Sequential cells coloured by netlist name:
Scale bar: 20 µm. Other sequential cells in the stronger grey, the rest of the logic in the fainter grey.
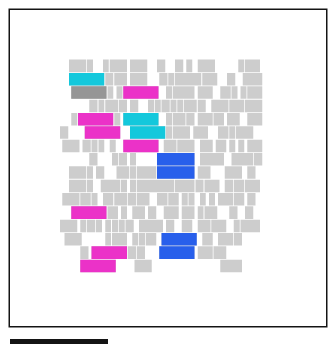
Drive-strength map:
Scale bar: 20 µm.
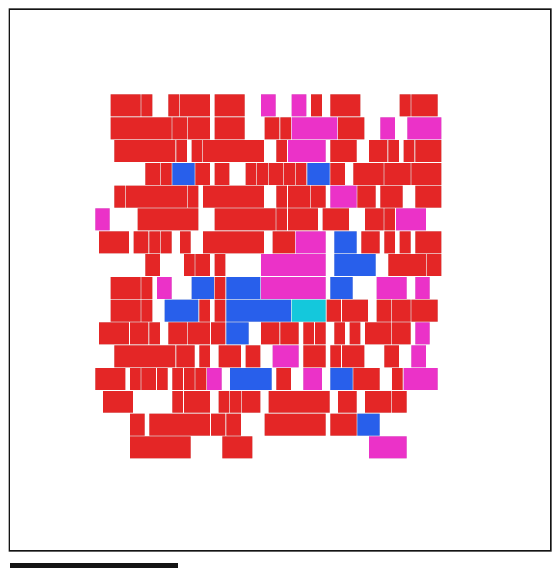
Clock wiring as the flow saved it:
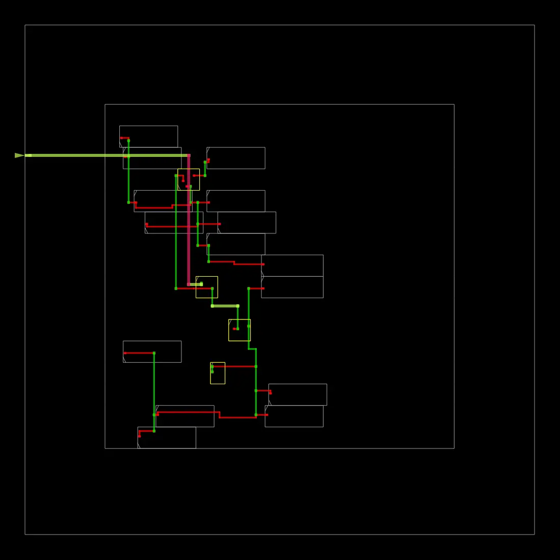
`config.mk`:
```
export PLATFORM = sky130hd
export DESIGN_NAME = riscv_multi_ctrl
export DESIGN_NICKNAME = d
export VERILOG_FILES = /design/src/rtl/riscv_multi_ctrl.sv
export SDC_FILE = /design/constraint.sdc
export NUM_CORES = 1
export LEC_CHECK = 0
export ABC_CLOCK_PERIOD_IN_PS = 2830
export CORE_MARGIN = 10
export CORE_UTILIZATION = 50
export CTS_BUF_LIST = sky130_fd_sc_hd__clkbuf_2 sky130_fd_sc_hd__clkbuf_4 sky130_fd_sc_hd__clkbuf_8
export CTS_CLUSTER_SIZE = 24
export DETAILED_ROUTE_END_ITERATION = 10
export PLACE_DENSITY_LB_ADDON = 0.3
export SETUP_SLACK_MARGIN = 0.5
export SKIP_LAST_GASP = 1
export SYNTH_ARGS = -nofsm -noshare
export SYNTH_HDL_FRONTEND = slang
export SYNTH_SLANG_ARGS = --single-unit
```
`constraint.sdc`:
```
create_clock -name clk -period 2.83 [get_ports clk]
set_input_delay 0.566 -clock clk [delete_from_list [all_inputs] [get_ports clk]]
set_output_delay 0.566 -clock clk [all_outputs]
set_load 0.01 [all_outputs]
```
`src/rtl/riscv_multi_ctrl.sv`:
```
// Main control FSM for the multicycle RV32I core.
// Optional memory wait states: RISCV_MULTI_CTRL_MEM_WAIT_EN
module riscv_multi_ctrl #(
  parameter int ILLEGAL_TRAP = 1
) (
  input  logic       clk,
  input  logic       rst,
  input  logic [6:0] op,
  input  logic [2:0] funct3,
  input  logic       funct7b5,
  input  logic       zero,
`ifdef RISCV_MULTI_CTRL_MEM_WAIT_EN
  input  logic       mem_ready,
`endif
  output logic       pc_we,
  output logic       ir_we,
  output logic       adr_src,
  output logic       mem_we,
  output logic       reg_we,
  output logic [2:0] imm_src,
  output logic [1:0] alu_src_a,
  output logic [1:0] alu_src_b,
  output logic [3:0] alu_ctrl,
  output logic [1:0] res_src,
  output logic       halted
);

  localparam logic [3:0] ALU_ADD = 4'd0;
  localparam logic [3:0] ALU_SUB = 4'd1;
  localparam logic [3:0] ALU_AND = 4'd2;
  localparam logic [3:0] ALU_OR  = 4'd3;
  localparam logic [3:0] ALU_XOR = 4'd4;
  localparam logic [3:0] ALU_SLT = 4'd5;
  localparam logic [3:0] ALU_SLL = 4'd6;
  localparam logic [3:0] ALU_SRL = 4'd7;
  localparam logic [3:0] ALU_SRA = 4'd8;

  localparam logic [2:0] IMM_I = 3'd0;
  localparam logic [2:0] IMM_S = 3'd1;
  localparam logic [2:0] IMM_B = 3'd2;

  localparam logic [6:0] OP_LW  = 7'b0000011;
  localparam logic [6:0] OP_SW  = 7'b0100011;
  localparam logic [6:0] OP_R   = 7'b0110011;
  localparam logic [6:0] OP_I   = 7'b0010011;
  localparam logic [6:0] OP_BR  = 7'b1100011;
  localparam logic [6:0] OP_JAL = 7'b1101111;

  typedef enum logic [3:0] {
    S_FETCH,
    S_DECODE,
    S_MEM_ADR,
    S_MEM_READ,
    S_MEM_WB,
    S_MEM_WRITE,
    S_EXEC_R,
    S_EXEC_I,
    S_ALU_WB,
    S_BRANCH,
    S_JAL,
    S_HALT
  } state_t;

  state_t     state;
  state_t     state_n;
  logic [6:0] op_q;
  logic [2:0] f3_q;
  logic       f7_q;
  logic       rdy;
  logic       f3_ok;
  state_t     bad_n;

`ifdef RISCV_MULTI_CTRL_MEM_WAIT_EN
  assign rdy = mem_ready;
`else
  assign rdy = 1'b1;
`endif

  // SLTU is the one funct3 code this ALU cannot execute.
  assign f3_ok = (funct3 != 3'b011);
  assign bad_n = (ILLEGAL_TRAP != 0) ? S_HALT : S_FETCH;

  function automatic logic [3:0] alu_dec(
    input logic       is_r,
    input logic [2:0] f3,
    input logic       f7
  );
    logic [3:0] r;
    r = ALU_ADD;
    unique case (1'b1)
      (f3 == 3'b000): r = (is_r && f7) ? ALU_SUB : ALU_ADD;
      (f3 == 3'b100): r = ALU_XOR;
      (f3 == 3'b110): r = ALU_OR;
      (f3 == 3'b111): r = ALU_AND;
      (f3 == 3'b010): r = ALU_SLT;
      (f3 == 3'b001): r = ALU_SLL;
      (f3 == 3'b101): r = f7 ? ALU_SRA : ALU_SRL;
      default:        r = ALU_ADD;
    endcase
    return r;
  endfunction

  // State register; reset always lands in FETCH.
  always_ff @(posedge clk) begin
    if (!rst) state <= S_FETCH;
    else      state <= state_n;
  end

  // Capture instruction fields in DECODE for later states.
  always_ff @(posedge clk) begin
    if (!rst) begin
      op_q <= '0;
      f3_q <= '0;
      f7_q <= 1'b0;
    end else if (state == S_DECODE) begin
      op_q <= op;
      f3_q <= funct3;
      f7_q <= funct7b5;
    end
  end

  // Next-state and Moore outputs; everything is quiet while in reset.
  always_comb begin
    state_n   = state;
    pc_we     = 1'b0;
    ir_we     = 1'b0;
    adr_src   = 1'b0;
    mem_we    = 1'b0;
    reg_we    = 1'b0;
    imm_src   = IMM_I;
    alu_src_a = 2'b00;
    alu_src_b = 2'b00;
    alu_ctrl  = ALU_ADD;
    res_src   = 2'b00;
    halted    = 1'b0;
    if (rst) begin
      unique case (state)
        S_FETCH: begin
          pc_we     = rdy;
          ir_we     = rdy;
          alu_src_b = 2'b10;
          res_src   = 2'b10;
          state_n   = rdy ? S_DECODE : S_FETCH;
        end
        S_DECODE: begin
          imm_src   = IMM_B;
          alu_src_a = 2'b01;
          alu_src_b = 2'b01;
          case (op)
            OP_LW, OP_SW: state_n = S_MEM_ADR;
            OP_R:   state_n = f3_ok ? S_EXEC_R : bad_n;
            OP_I:   state_n = f3_ok ? S_EXEC_I : bad_n;
            OP_BR:  state_n = S_BRANCH;
            OP_JAL: state_n = S_JAL;
            default: state_n = bad_n;
          endcase
        end
        S_MEM_ADR: begin
          imm_src   = (op_q == OP_SW) ? IMM_S : IMM_I;
          alu_src_a = 2'b10;
          alu_src_b = 2'b01;
          state_n   = (op_q == OP_SW) ? S_MEM_WRITE : S_MEM_READ;
        end
        S_MEM_READ: begin
          adr_src = 1'b1;
          state_n = rdy ? S_MEM_WB : S_MEM_READ;
        end
        S_MEM_WB: begin
          res_src = 2'b01;
          reg_we  = 1'b1;
          state_n = S_FETCH;
        end
        S_MEM_WRITE: begin
          adr_src = 1'b1;
          mem_we  = rdy;
          state_n = rdy ? S_FETCH : S_MEM_WRITE;
        end
        S_EXEC_R: begin
          alu_src_a = 2'b10;
          alu_ctrl  = alu_dec(1'b1, f3_q, f7_q);
          state_n   = S_ALU_WB;
        end
        S_EXEC_I: begin
          alu_src_a = 2'b10;
          alu_src_b = 2'b01;
          alu_ctrl  = alu_dec(1'b0, f3_q, f7_q);
          state_n   = S_ALU_WB;
        end
        S_ALU_WB: begin
          reg_we  = 1'b1;
          state_n = S_FETCH;
        end
        S_BRANCH: begin
          alu_src_a = 2'b10;
          alu_ctrl  = ALU_SUB;
          pc_we     = zero && (f3_q == 3'b000);
          state_n   = S_FETCH;
        end
        S_JAL: begin
          alu_src_a = 2'b01;
          alu_src_b = 2'b10;
          pc_we     = 1'b1;
          state_n   = S_ALU_WB;
        end
        S_HALT: begin
          halted  = 1'b1;
          state_n = S_HALT;
        end
        default: state_n = S_FETCH;
      endcase
    end
  end

endmodule

```
==> results.sh <==
# physical design summary
export IMPL_fp_dieArea_um2=4150
export IMPL_seq_power_share_pct=34.2
export IMPL_tapCellCount=27
export IMPL_n_multi_input_combinational_cell=110
export IMPL_final_sequential_cell_count=15
export IMPL_regToRegStartpoint="state[3]"
export IMPL_num_nonclk_inverters=6
export IMPL_gr_usage_met2_pct=23.5
export IMPL_dominantRegCellSynth="dfxtp_1"
export IMPL_yosys_cell_count_top_type="nand2_1"
export IMPL_post_route_util_pct=71.4
export IMPL_comb_power_mw=0.571
export IMPL_synth_comb_largest_family="simple AND/OR/NAND/NOR gates"
export IMPL_route_antenna_remaining_nets=0
export IMPL_seq_share_pct=22.1
export IMPL_wire_per_inst_um=14.4
export IMPL_area_share_nonclk_buffers_pct=23.0
export IMPL_area_dominant_class="combinational gates"
export IMPL_met2_wirelength_um=1440
export IMPL_routed_via_density=5.61
export IMPL_power_leakage_nw=0.556
export IMPL_gr_max_usage_layer="met2"
export IMPL_depth_of_the_worst_register_to_register_path=5
export IMPL_initialDrtViolationCount=18
export IMPL_die_height_um=64.4
export IMPL_final_hold_worst_slack_ps=465
export IMPL_std_cell_rows=16
export IMPL_critPathSlowestCell="dfxtp_2"
export IMPL_total_power_mw=1.05
export IMPL_fin_crit_sh_pct=78.5
export IMPL_detailroute_via_count=1117
export IMPL_max_freq_mhz=450
export IMPL_report_final_setup_viol=0
export IMPL_layout_top_cells_excl_fill_tap="nand2_1 (29), a21oi_1 (16), dfxtp_1 (13)"
export IMPL_run_status="complete, no violations"
export IMPL_power_frac_comb_pct=54.3
export IMPL_post_cts_buffers=0
export IMPL_grt_util_met3_pct=4.47
export IMPL_ys_ff=15
export IMPL_timing_critical_path_required_ps=2260
export IMPL_floorplan_die_width_um=64.4
export IMPL_comb_area_share_pct=48.8
export IMPL_pwr_group_clock_mw=0.121
export IMPL_r2r_end="state[2]"
export IMPL_comb_area_um2=669
export IMPL_clockNetworkAreaShare_pct=2.01
export IMPL_power_sequential_total_mw=0.359
export IMPL_place_hpwl_um=2140
export IMPL_yosys_top_cells_area="dfxtp_1 (30%), nand2_1 (11%), a21oi_1 (8.1%)"
export IMPL_maximum_count_of_clock_buffers_along_a_single_path=2
export IMPL_detail_route_wirelength_um=2870
export IMPL_synth_stat_cells=142
export IMPL_grt_start_max_net_pins=15
export IMPL_share_of_the_synthesized_netlist_area_taken_by_xor_and_xnor_gates_pct=3.55
export IMPL_insertedDiodeCount=0
export IMPL_vdd_drop_max_mv=0.482
export IMPL_grt_pass1_vias=1047
export IMPL_maxCapViolCount=0
export IMPL_switching_power_mw=0.488
export IMPL_post_synth_most_frequent_cells="nand2_1 (29), a21oi_1 (16), dfxtp_1 (15), nor2_1 (12)"
export IMPL_synth_edff_count=0
export IMPL_final_clkbuf_count=3
export IMPL_core_util_floorplan_pct=51.4
export IMPL_clkTransAtPathRegs_ps=90
export IMPL_critical_path_arrival_ps=1660
export IMPL_internal_power_mw=0.564
export IMPL_yosysUniqueCellTypes=42
export IMPL_post_synth_fa_ha_maj_area_fraction_pct=0
export IMPL_clockPowerShare_pct=11.5
export IMPL_detail_route_first_pass_iterations=4
## Picture notes: 'sequential cells coloured by netlist name'
Key: cyan = f3_q [placed flops 3]; blue = state [placed flops 4]; magenta = op_q [placed flops 7]

## Picture notes: 'drive-strength map'
Key: cyan = _6 and larger [cells 1]; red = _0 and _1 cells [cells 136]; magenta = _2 cells [cells 22]; blue = _3 and _4 cells [cells 13]
Area Overhead vs Synth: 38.9%
nonclk buf count: 37
worst-case setup margin in the final layout: 608 ps
post-route cell area: 1370 µm²

## Picture notes: 'clock wiring as the flow saved it'
# clock sinks: 15
clock skew: 3.23 ps

==> state kept, by name (all words and copies together), names as in the netlist <==
register  flops
op_q          7
f7_q          1
f3_q          3
state         4
==> how the worst max path moves through the flow <==
stage / startpoint / endpoint / slack [ps] / cells after the start
after detailed placement: rst / alu_ctrl[2] / 80 / 4
after global routing: state[1] / alu_ctrl[0] / 500 / 5
final: state[1] / alu_ctrl[0] / 610 / 5
after global placement: rst / alu_ctrl[2] / 120 / 4
after floorplan: rst / alu_ctrl[2] / 640 / 3
after CTS: rst / alu_ctrl[2] / 430 / 4
==> critical path: cells and delay by family (launching register included) <==
kind            cells  cell delay (ps)
flops               1              480
compound gates      3              370
buf+inv             1              280
simple gates        1              250
